--- src/rtl/alu_share_arbiter.sv ---
// Round-robin arbiter that time-shares one combinational ALU between two requesters,
// registering operands, capturing the result and returning it over a per-requester response handshake.
module alu_share_arbiter #(
  parameter int WIDTH   = 32,
  parameter int OPW     = 4,
  parameter int NUM_OPS = 8
) (
  input  logic             clk,
  input  logic             rst,
  input  logic             req0_valid,
  output logic             req0_ready,
  input  logic [OPW-1:0]   req0_cnt,
  input  logic [WIDTH-1:0] req0_a,
  input  logic [WIDTH-1:0] req0_b,
  input  logic [4:0]       req0_shamt,
  input  logic             req1_valid,
  output logic             req1_ready,
  input  logic [OPW-1:0]   req1_cnt,
  input  logic [WIDTH-1:0] req1_a,
  input  logic [WIDTH-1:0] req1_b,
  input  logic [4:0]       req1_shamt,
  output logic [OPW-1:0]   alu_cnt,
  output logic [WIDTH-1:0] alu_in1,
  output logic [WIDTH-1:0] alu_in2,
  output logic [4:0]       alu_shamt,
  input  logic [WIDTH-1:0] alu_result,
  input  logic             alu_zero,
  output logic             rsp0_valid,
  input  logic             rsp0_ready,
  output logic             rsp1_valid,
  input  logic             rsp1_ready,
  output logic [WIDTH-1:0] rsp_result,
  output logic             rsp_zero,
  output logic             rsp_err,
  output logic             busy
);

  typedef enum logic [1:0] {IDLE, EXEC, RESP} state_t;

  // One extra bit so NUM_OPS == 2**OPW still compares correctly
  localparam logic [OPW:0] NUM_OPS_W = (OPW+1)'(NUM_OPS);

  state_t           state_q, state_d;
  logic             rr_ptr_q, rr_ptr_d;
  logic             grant_q, grant_d;
  logic [OPW-1:0]   cnt_q, cnt_d;
  logic [WIDTH-1:0] a_q, a_d;
  logic [WIDTH-1:0] b_q, b_d;
  logic [4:0]       shamt_q, shamt_d;
  logic [WIDTH-1:0] rsp_result_q, rsp_result_d;
  logic             rsp_zero_q, rsp_zero_d;
  logic             rsp_err_q, rsp_err_d;
  logic             gnt_sel;
  logic             rsp_hs;

  always_comb begin
    state_d      = state_q;
    rr_ptr_d     = rr_ptr_q;
    grant_d      = grant_q;
    cnt_d        = cnt_q;
    a_d          = a_q;
    b_d          = b_q;
    shamt_d      = shamt_q;
    rsp_result_d = rsp_result_q;
    rsp_zero_d   = rsp_zero_q;
    rsp_err_d    = rsp_err_q;
    req0_ready   = 1'b0;
    req1_ready   = 1'b0;
    rsp_hs       = grant_q ? rsp1_ready : rsp0_ready;
    // Contention goes to rr_ptr; otherwise whichever requester is valid
    gnt_sel      = (req0_valid && req1_valid) ? rr_ptr_q : req1_valid;

    case (state_q)
      IDLE: begin
        req0_ready = req0_valid && !gnt_sel;
        req1_ready = req1_valid && gnt_sel;
        if (req0_ready || req1_ready) begin
          state_d = EXEC;
          grant_d = gnt_sel;
          cnt_d   = gnt_sel ? req1_cnt   : req0_cnt;
          a_d     = gnt_sel ? req1_a     : req0_a;
          b_d     = gnt_sel ? req1_b     : req0_b;
          shamt_d = gnt_sel ? req1_shamt : req0_shamt;
        end
      end
      EXEC: begin
        state_d = RESP;
        if ({1'b0, cnt_q} >= NUM_OPS_W) begin
          rsp_result_d = '0;
          rsp_zero_d   = 1'b1;
          rsp_err_d    = 1'b1;
        end else begin
          rsp_result_d = alu_result;
          rsp_zero_d   = alu_zero;
          rsp_err_d    = 1'b0;
        end
      end
      RESP: begin
        if (rsp_hs) begin
          state_d  = IDLE;
          rr_ptr_d = ~grant_q;
        end
      end
      default: state_d = IDLE;
    endcase
  end

  always_ff @(posedge clk) begin
    if (rst) begin
      state_q      <= IDLE;
      rr_ptr_q     <= 1'b0;
      grant_q      <= 1'b0;
      cnt_q        <= '0;
      a_q          <= '0;
      b_q          <= '0;
      shamt_q      <= '0;
      rsp_result_q <= '0;
      rsp_zero_q   <= 1'b0;
      rsp_err_q    <= 1'b0;
    end else begin
      state_q      <= state_d;
      rr_ptr_q     <= rr_ptr_d;
      grant_q      <= grant_d;
      cnt_q        <= cnt_d;
      a_q          <= a_d;
      b_q          <= b_d;
      shamt_q      <= shamt_d;
      rsp_result_q <= rsp_result_d;
      rsp_zero_q   <= rsp_zero_d;
      rsp_err_q    <= rsp_err_d;
    end
  end

  // The ALU always sees the operand registers, so its inputs only move on acceptance
  assign alu_cnt    = cnt_q;
  assign alu_in1    = a_q;
  assign alu_in2    = b_q;
  assign alu_shamt  = shamt_q;
  assign rsp0_valid = (state_q == RESP) && !grant_q;
  assign rsp1_valid = (state_q == RESP) && grant_q;
  assign rsp_result = rsp_result_q;
  assign rsp_zero   = rsp_zero_q;
  assign rsp_err    = rsp_err_q;
  assign busy       = (state_q != IDLE);

endmodule
--- config.mk ---
export PLATFORM = sky130hd
export DESIGN_NAME = alu_share_arbiter
export DESIGN_NICKNAME = d
export VERILOG_FILES = /design/src/rtl/alu_share_arbiter.sv
export SDC_FILE = /design/constraint.sdc
export NUM_CORES = 1
export LEC_CHECK = 0
export CORE_MARGIN = 4
export CORE_UTILIZATION = 41
export CTS_CLUSTER_DIAMETER = 120
export CTS_CLUSTER_SIZE = 24
export DETAILED_ROUTE_END_ITERATION = 8
export MAX_ROUTING_LAYER = met4
export PLACE_DENSITY = 0.93
export SYNTH_ARGS = -nofsm -noshare
export SYNTH_HDL_FRONTEND = slang
export SYNTH_SLANG_ARGS = --single-unit
export TNS_END_PERCENT = 10
--- constraint.sdc ---
create_clock -name clk -period 2.8 [get_ports clk]
set_clock_uncertainty 0.15 [all_clocks]
set_input_delay 0.56 -clock clk [delete_from_list [all_inputs] [get_ports clk]]
set_output_delay 0.56 -clock clk [all_outputs]
set_load 0.02 [all_outputs]
Fig. 1: run 1, routing congestion
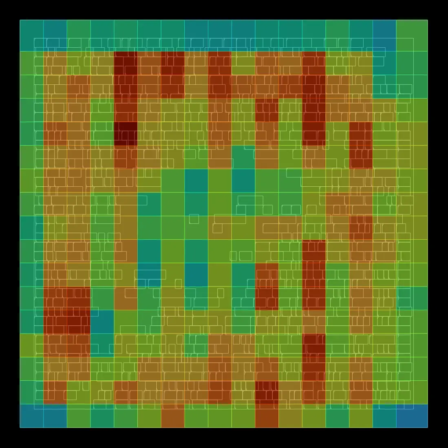
fin util: 68.93%
global-route usage over all layers: 26.10%

Fig. 2: run 1, placed cells, one colour a class
Scale: 3 px per um.
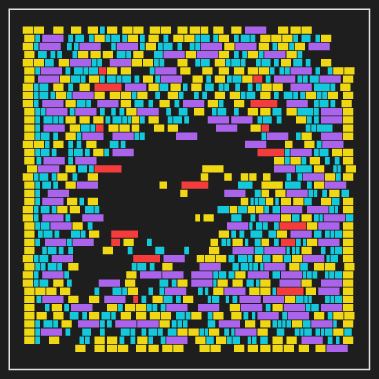
Key: clock drivers and dummy loads = red [cells 16]; other buffers and delay cells = yellow [cells 318]; all other logic = cyan [cells 421]; flops = purple [cells 111]

Fig. 3: run 1, the metal 1 layer
Scale: 4 px per um.
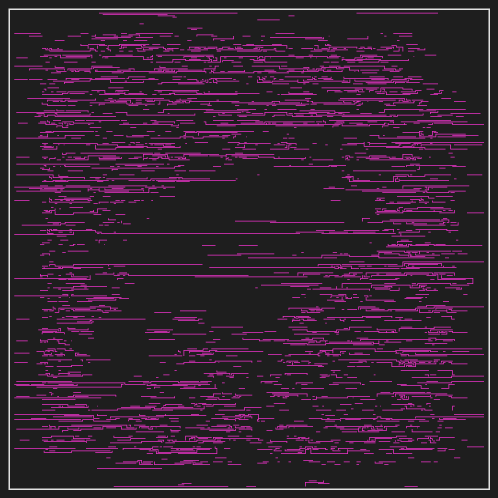
920 nets have wire on it. The longest straight run is 49.7 um. The layer carries 7,540 um of wire. The wires run mostly horizontal.

Fig. 4: run 1, zoomed window
Region (17, 77) to (42, 102) um. Cells in grey, sequential cells in the stronger grey; small squares are vias.
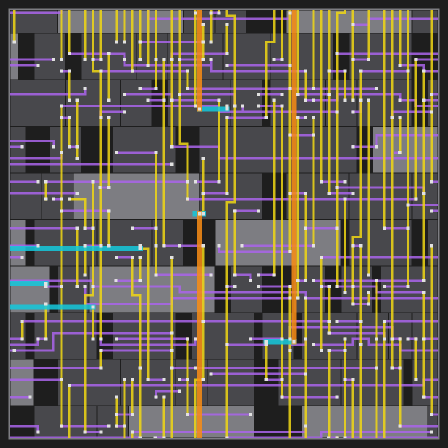
Key: met2 = yellow; met1 = purple; met3 = cyan; met4 = orange
Netlist names of flops here include alu_in1 (5), alu_in2 (1). 57 logic cells have their middle in the window. Most frequent: clkdlybuf4s50_1 (19), a311oi_1 (8), a21oi_1 (7). Sequential cells in the window: 6.

==> run 1: routing by layer <==
layer,up-vias,GRT usage [%]
li1,2784,-
met1,2828,31.20
met2,301,43.43
met3,53,4.995
met4,0,10.52
met5,-,-
==> run 1: registers in the layout, indices dropped and copies added (netlist names) <==
name / cells
state_q: 2
grant_q: 1
rr_ptr_q: 1
rsp_result: 32
alu_in2: 32
alu_shamt: 5
alu_cnt: 4
rsp_zero: 1
alu_in1: 32
rsp_err: 1
==> run 1: worst paths after layout <==
check                                      to  slack (ns)  depth (start not counted)
worst min-delay path            rsp_result[6]        0.30                          2
worst min register to register  rsp_result[6]        0.30                          2
worst max register to register     alu_cnt[1]        0.98                          4
worst max-delay path               req0_ready        0.09                          5
==> run 1: final cells by class <==
type / count / area, sq um / share of cell area [%]
clock inverter: 6 / 45.04 / 0.5396
inverter: 4 / 15.01 / 0.1799
tap: 168 / 210.2 / 2.518
multi-input combinational: 417 / 2471 / 29.60
timing repair buffer: 318 / 3146 / 37.68
clock buffer: 10 / 239.0 / 2.863
sequential: 111 / 2222 / 26.62
==> run 1: metrics by stage <==
stage / total power, mW / area, sq um / utilization [%] / std cells / setup WS, ns
floorplan: 2.591 / 5106 / - / 610 / 0.8409
global placement: 3.294 / 8064 / 66.58 / 1018 / 0.1126
detailed placement: 3.320 / 8064 / 66.58 / 1018 / 0.09337
CTS: 4.553 / 8348 / 68.93 / 1034 / 0.09160
global route: 4.739 / 8348 / 68.93 / 1034 / 0.02364
finish: 4.531 / 8348 / 68.93 / 1034 / 0.08842
==> run 1: logic make-up (layout without fill, tap and decap cells) <==
kind of cell / after synthesis / after routing / share of synthesized area, %
simple gates: 159 / 159 / 16.66
buf+inv: 82 / 338 / 8.380
mux: 1 / 1 / 0.1960
flops: 111 / 111 / 43.52
compound gates: 257 / 257 / 31.24
==> run 1: cells in the mapped netlist <==
library cell and number:
sky130_fd_sc_hd__nand2b_1 1, sky130_fd_sc_hd__a21oi_1 109, sky130_fd_sc_hd__and2_1 1, sky130_fd_sc_hd__nand3b_1 32, sky130_fd_sc_hd__nand3_1 74, sky130_fd_sc_hd__nor3_1 3, sky130_fd_sc_hd__buf_6 8, sky130_fd_sc_hd__buf_2 36
sky130_fd_sc_hd__a2111oi_0 1, sky130_fd_sc_hd__a311oi_1 68, sky130_fd_sc_hd__nor2_4 1, sky130_fd_sc_hd__buf_4 4, sky130_fd_sc_hd__nor2_1 3, sky130_fd_sc_hd__or2_2 1, sky130_fd_sc_hd__clkbuf_1 30, sky130_fd_sc_hd__a311oi_2 5
sky130_fd_sc_hd__o21ai_0 74, sky130_fd_sc_hd__dfxtp_1 111, sky130_fd_sc_hd__nor2_2 1, sky130_fd_sc_hd__clkinv_1 1, sky130_fd_sc_hd__mux2i_1 1, sky130_fd_sc_hd__nor2b_1 4, sky130_fd_sc_hd__inv_1 3, sky130_fd_sc_hd__and3_1 2
sky130_fd_sc_hd__nand2b_2 1, sky130_fd_sc_hd__nand2_1 35
==> run 1: power breakdown <==
part           total [mW]  switching [mW]  internal, mW
registers            1.84          0.0928          1.75
clock network        1.25           0.613         0.633
logic                1.45           0.733         0.715
==> impl_metrics.env, run 1 <==
# source this file to load flow results
export IMPL_outcome="finished clean"
export IMPL_floorplan_die_width_um=119.6
export IMPL_power_per_cell_area_nw_per_um2=542.8
export IMPL_wirelength_met1_mm=7.535
export IMPL_num_antenna_cells=0
export IMPL_cts_sink_count=111
export IMPL_met2RoutedLength_mm=9.676
export IMPL_routed_via_count=5966
export IMPL_layout_top_cell="sky130_fd_sc_hd__clkdlybuf4s50_1"
export IMPL_clock_latency_late_pin_ns=0.35
export IMPL_critical_path_top_delay_family="buffers and inverters"
export IMPL_chip_area_sq_um=14300
export IMPL_ctsRootBufferMaster="sky130_fd_sc_hd__clkbuf_16"
export IMPL_routed_wire_length_per_instance_um=18.76
export IMPL_worst_path_most_repeated_cell="sky130_fd_sc_hd__clkdlybuf4s50_1"
export IMPL_setup_viol_count_final=0
export IMPL_hpwlAfterDp_mm=13.38
export IMPL_peakVddDrop_uv=288.4
export IMPL_yosysTopAreaCell="sky130_fd_sc_hd__dfxtp_1"
export IMPL_fin_crit_sh_pct=96.84
export IMPL_warnings=26
export IMPL_detailedRoute_firstPassIterationCount=5
export IMPL_top_level_ports=297
export IMPL_syn_instance_count=610
export IMPL_avgViaCountPerCell=5.770
export IMPL_grt_overflow_total=0
export IMPL_max_cap_viol_count=0
export IMPL_grt_pass1_vias=5555
export IMPL_final_hold_vio_count=0
export IMPL_layout_filler_cells=968
export IMPL_max_freq_mhz=368.8
export IMPL_leakage_nw=2.829
export IMPL_critical_path_max_fanout=4
export IMPL_min_delay_start="rsp_result[6]"
export IMPL_detail_route_iter0_violations=654
export IMPL_fp_util_pct=42.16
export IMPL_met3WireLength_mm=1.482
export IMPL_final_layout_top_logic_cells="sky130_fd_sc_hd__clkdlybuf4s50_1 (294), sky130_fd_sc_hd__dfxtp_1 (111), sky130_fd_sc_hd__a21oi_1 (109), sky130_fd_sc_hd__nand3_1 (74), sky130_fd_sc_hd__o21ai_0 (74)"
export IMPL_tritoncts_num_buffers=9
export IMPL_drive_gt1_share_pct=5.889
export IMPL_slowest_stage="sky130_fd_sc_hd__clkdlybuf4s50_1"
export IMPL_antenna_violations_before_repair=0
export IMPL_finalWeightedCongestion=0.8619
export IMPL_flops_latches_synth=111
export IMPL_antenna_violating_nets_post_route=0
export IMPL_grt_start_max_net_pins=59
export IMPL_startpoint="req0_valid"
export IMPL_timing_rr_start="rr_ptr_q"
export IMPL_synth_chip_area_sq_um=5106
export IMPL_postSynthNetCount=795
export IMPL_crit_path_max_incr_delay_ns=0.62
export IMPL_min_delay_path_class="reg -> reg"
export IMPL_slew_limit_headroom_pct=57.72
export IMPL_critical_path_class="in -> out"
export IMPL_ys_warn_count=0
export IMPL_area_leaders="sky130_fd_sc_hd__dfxtp_1 (44%), sky130_fd_sc_hd__a311oi_1 (12%), sky130_fd_sc_hd__a21oi_1 (11%)"
export IMPL_flow_area_growth_from_synthesis_pct=63.49
export IMPL_clock_tree_htree_level_count=3
export IMPL_critical_path_endpoint_type="output port"
export IMPL_synth_stat_cells=610
export IMPL_setup_total_negative_slack_ns=0
export IMPL_timing_final_crit_period_ns=2.712
export IMPL_layout_nets=1046
export IMPL_synth_cell_type_count=26
export IMPL_top_area_contributor_share_pct=43.52
export IMPL_finalHoldWorstSlack_ns=0.3005
export IMPL_floorplan_core_area_sq_um=12110
export IMPL_crit_required_ns=2.09
export IMPL_postCtsResizedCells=0
export IMPL_report_final_slew_viol_count=0
export IMPL_reg_clk_slew_reported_paths_ns=0.07
export IMPL_worstSetupStartpointType="input pin"
export IMPL_tritoncts="built"
export IMPL_numPortBuffers=296
export IMPL_routed_top_layer="met4"
export IMPL_detail_route_wirelength_mm=19.40
export IMPL_worst_ep_arrival_time_ns=2.00
export IMPL_grt_setup_unrepaired="no"
export IMPL_postSynthAreaPerCell_sq_um=8.371
export IMPL_worst_slew_pin_transition_ns=0.6342
export IMPL_detail_route_drc_violations=0
export IMPL_sequential_share_of_the_synthesized_area_pct=43.52
export IMPL_post_synth_instance_area_sq_um=5106
export IMPL_number_of_buffers_and_inverters_on_the_critical_path=2
export IMPL_cts_max_path_buffers=2
export IMPL_grt_first_pass_wirelength_mm=29.42
export IMPL_die_height_um=119.6
export IMPL_num_rows=40
export IMPL_postCtsSetupRepairBufs=0
export IMPL_ctsHoldBuffers=0
export IMPL_path_cells="clkdlybuf4s50_1, nand2b_2, nand2_1, and3_1, clkdlybuf4s50_1"
==> inputs of run 2 (changes only) <==
ABC_AREA = 1   (was default)
CORE_UTILIZATION = 42   (was 41)
PLACE_DENSITY = 0.94   (was 0.93)
SLEW_MARGIN = 40   (was default)
Fig. 5: run 2, placed cells, one colour a class
Scale: 3 px per um.
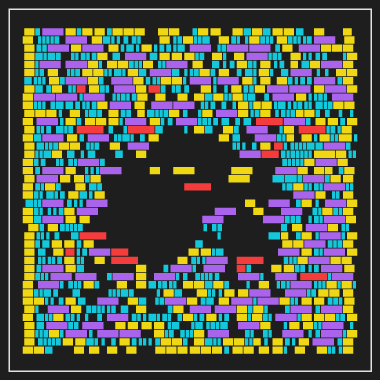
share of cell area taken by flip-flops and latches: 26.08%
core outline area: 12,160 sq um

==> run 2 against run 1 <==
Flip-flop count stayed put. Via count down 0.45%. Register-to-register slack got worse by 0.24 ns. Maximum frequency increased by 4.7%. Area after synthesis is 3.5% higher. Wire length is 7.5% lower. Synthesized cell count up 23%. First-iteration DRC count down 30%. Sequential power hardly changed. Critical path type is now reg -> out. Largest cell class unchanged.
==> impl_metrics.env, run 2 <==
# source this file to load flow results
export IMPL_detail_route_wirelength_mm=17.95
export IMPL_worst_slew_pin_transition_ns=0.7165
export IMPL_clock_tree_htree_level_count=3
export IMPL_crit_path_max_incr_delay_ns=0.65
export IMPL_drive_gt1_share_pct=3.476
export IMPL_startpoint="state_q[1]"
export IMPL_timing_rr_start="rr_ptr_q"
export IMPL_edf_count=0
export IMPL_grt_util_met3_pct=7.870
export IMPL_reg_clk_slew_reported_paths_ns=0.08
export IMPL_worstSetupStartpointType="register"
export IMPL_area_leaders="sky130_fd_sc_hd__dfxtp_1 (42%), sky130_fd_sc_hd__nor2_1 (11%), sky130_fd_sc_hd__nand2_1 (10%)"
export IMPL_setup_viol_count_final=0
export IMPL_min_delay_path_class="reg -> reg"
export IMPL_postSynthAreaPerCell_sq_um=7.054
export IMPL_globalRoute_busiestLayer="met2"
export IMPL_critical_path_max_fanout=5
export IMPL_layout_nets=1187
export IMPL_report_final_slew_viol_count=0
export IMPL_die_height_um=120.2
export IMPL_power_total_mw=4.579
export IMPL_post_layout_nonfiller_instances=1175
export IMPL_finalHoldWorstSlack_ns=0.3141
export IMPL_chip_area_sq_um=14440
export IMPL_grt_start_max_net_pins=142
export IMPL_ys_top_cells_by_count="sky130_fd_sc_hd__nor2_1 (152), sky130_fd_sc_hd__nand2_1 (144), sky130_fd_sc_hd__dfxtp_1 (111)"
export IMPL_synth_cellmix_simpleShare_pct=29.39
export IMPL_top_level_ports=297
export IMPL_flop_cell="sky130_fd_sc_hd__dfxtp_1"
export IMPL_power_per_cell_area_nw_per_um2=537.4
export IMPL_flops_latches_synth=111
export IMPL_global_route_usage_met2_pct=40.81
export IMPL_worst_ep_arrival_time_ns=1.88
export IMPL_hpwlAfterDp_mm=13.06
export IMPL_postSynthNetCount=934
export IMPL_num_antenna_cells=0
export IMPL_leakage_nw=3.349
export IMPL_grt_overflow_total=0
export IMPL_globalRouteMet1Util_pct=26.83
export IMPL_cts_sink_count=111
export IMPL_grt_first_pass_wirelength_mm=27.43
export IMPL_flow_area_growth_from_synthesis_pct=61.28
export IMPL_grt_pass1_vias=5563
export IMPL_grt_setup_unrepaired="no"
export IMPL_synth_stat_cells=749
export IMPL_setup_total_negative_slack_ns=0
export IMPL_synth_cellmix_compoundShare_pct=20.89
export IMPL_tritoncts_num_buffers=9
export IMPL_critical_path_endpoint_type="output port"
export IMPL_min_delay_start="rr_ptr_q"
export IMPL_finalWeightedCongestion=0.8660
export IMPL_num_rows=40
export IMPL_asyncSetResetFlopFracSynth_pct=0
export IMPL_crit_required_ns=2.09
export IMPL_path_cells="inv_2, nor2_1, inv_1, nor2_1, clkdlybuf4s50_1"
export IMPL_synth_area_mux_share_pct=0
export IMPL_detail_route_drc_violations=0
export IMPL_warnings=28
export IMPL_clock_latency_late_pin_ns=0.35
export IMPL_antenna_violating_nets_post_route=0
export IMPL_most_instantiated_library_cell_after_synthesis="sky130_fd_sc_hd__nor2_1"
export IMPL_ctsHoldBuffers=0
export IMPL_floorplan_die_width_um=120.2
export IMPL_critical_path_class="reg -> out"
export IMPL_final_hold_vio_count=0
export IMPL_worst_path_most_repeated_cell="sky130_fd_sc_hd__nor2_1"
export IMPL_yosysTopAreaCell="sky130_fd_sc_hd__dfxtp_1"
export IMPL_routed_wire_length_per_instance_um=15.28
export IMPL_ctsRootBufferMaster="sky130_fd_sc_hd__clkbuf_16"
export IMPL_tritoncts="built"
export IMPL_fa_ha_maj_cells_area_fraction_pct=0
export IMPL_synth_logic_top_family="simple AND/OR/NAND/NOR gates"
export IMPL_xor_share_pct=0
export IMPL_top_area_contributor_share_pct=42.06
export IMPL_ys_warn_count=0
export IMPL_antenna_violations_before_repair=0
export IMPL_pre_cts_ws_ns=0.04793
export IMPL_syn_instance_count=749
export IMPL_placed_instances=1159
export IMPL_max_cap_viol_count=0
export IMPL_peakVddDrop_uv=444.0
export IMPL_max_freq_mhz=386.0
export IMPL_detailedRoute_firstPassIterationCount=4
export IMPL_timing_final_crit_period_ns=2.591
export IMPL_avgViaCountPerCell=5.054
export IMPL_setup_ws_ns=0.2095
export IMPL_detail_route_iter0_violations=456
export IMPL_synth_cell_type_count=20
export IMPL_sequential_share_of_the_synthesized_area_pct=42.06
export IMPL_post_synth_instance_area_sq_um=5284
export IMPL_globalRouteTotalUtil_pct=24.26
export IMPL_final_layout_top_logic_cells="sky130_fd_sc_hd__clkdlybuf4s50_1 (293), sky130_fd_sc_hd__nor2_1 (152), sky130_fd_sc_hd__nand2_1 (144), sky130_fd_sc_hd__dfxtp_1 (111), sky130_fd_sc_hd__nand3_1 (77)"
export IMPL_outcome="finished clean"
export IMPL_slew_limit_headroom_pct=52.12
export IMPL_routed_via_count=5939
export IMPL_fp_util_pct=43.45
export IMPL_numPortBuffers=296
export IMPL_layout_top_cell="sky130_fd_sc_hd__clkdlybuf4s50_1"
export IMPL_synth_chip_area_sq_um=5284
export IMPL_cts_max_path_buffers=2
export IMPL_slowest_stage="sky130_fd_sc_hd__clkdlybuf4s50_1"
export IMPL_fin_crit_sh_pct=92.52
## run 2: cell count changes after synthesis, sizes merged, moves of 6 or more
cell / before / now
a311oi: 73 / 0
nor2: 5 / 154
a21boi: 0 / 73
buf: 48 / 42
nand2: 35 / 147
a21oi: 109 / 37
nand3b: 32 / 0
clkbuf: 30 / 23
## run 2: cell type report
| class | count | area [sq um] |
|---|---|---|
| clock inverter | 7 | 78.83 |
| sequential | 111 | 2222 |
| tap | 168 | 210.2 |
| inverter | 8 | 30.03 |
| multi-input combinational | 565 | 2661 |
| timing repair buffer | 307 | 3094 |
| fill | 928 | 3640 |
| clock buffer | 9 | 225.2 |
## run 2: final timing paths
check	cells past startpoint	endpoint	slack [ns]
max	5	rsp1_valid	0.21
min	2	rr_ptr_q	0.31
max reg2reg	7	alu_in2[26]	0.74
min reg2reg	2	rr_ptr_q	0.31
## run 2: report_power, final
group	internal [mW]	total, mW	switching [mW]
Combinational	0.713	1.46	0.743
Sequential	1.75	1.83	0.0864
Clock	0.636	1.29	0.654
Total	3.10	4.58	1.48
## run 2: logic make-up after synthesis
logic type	after synthesis
compound gates	184
buf+inv	73
flops	111
simple gates	381
## run 2: per-layer routing
layer  vias up  routed length [um]  part of all wire (%)
li1       2967                   -                     -
met1      2653                6924                    39
met2       269                8765                    49
met3        50                1608                   9.0
met4         0                 656                   3.7
met5         -                   0                     0
## run 2: worst max-delay path: cells and delay by family, from the launching register on
| family | cells | cell delay, ns |
|---|---|---|
| buf+inv | 3 | 0.81 |
| simple gates | 2 | 0.37 |
| flops | 1 | 0.36 |
## run 2: timing repair
action,in CTS,in global routing
setup endpoints to repair,1,1
pin swaps,0,0
resized,1,1
buffers inserted,0,0
## run 2: metrics by stage
step	area [sq um]	utilization, %
after global routing	8522	70.07
after CTS	8519	70.05
final	8522	70.07
after detailed placement	8217	67.56
after floorplan	5284	-
after global placement	8217	67.56
Power is estimated from default activity; no workload was simulated.
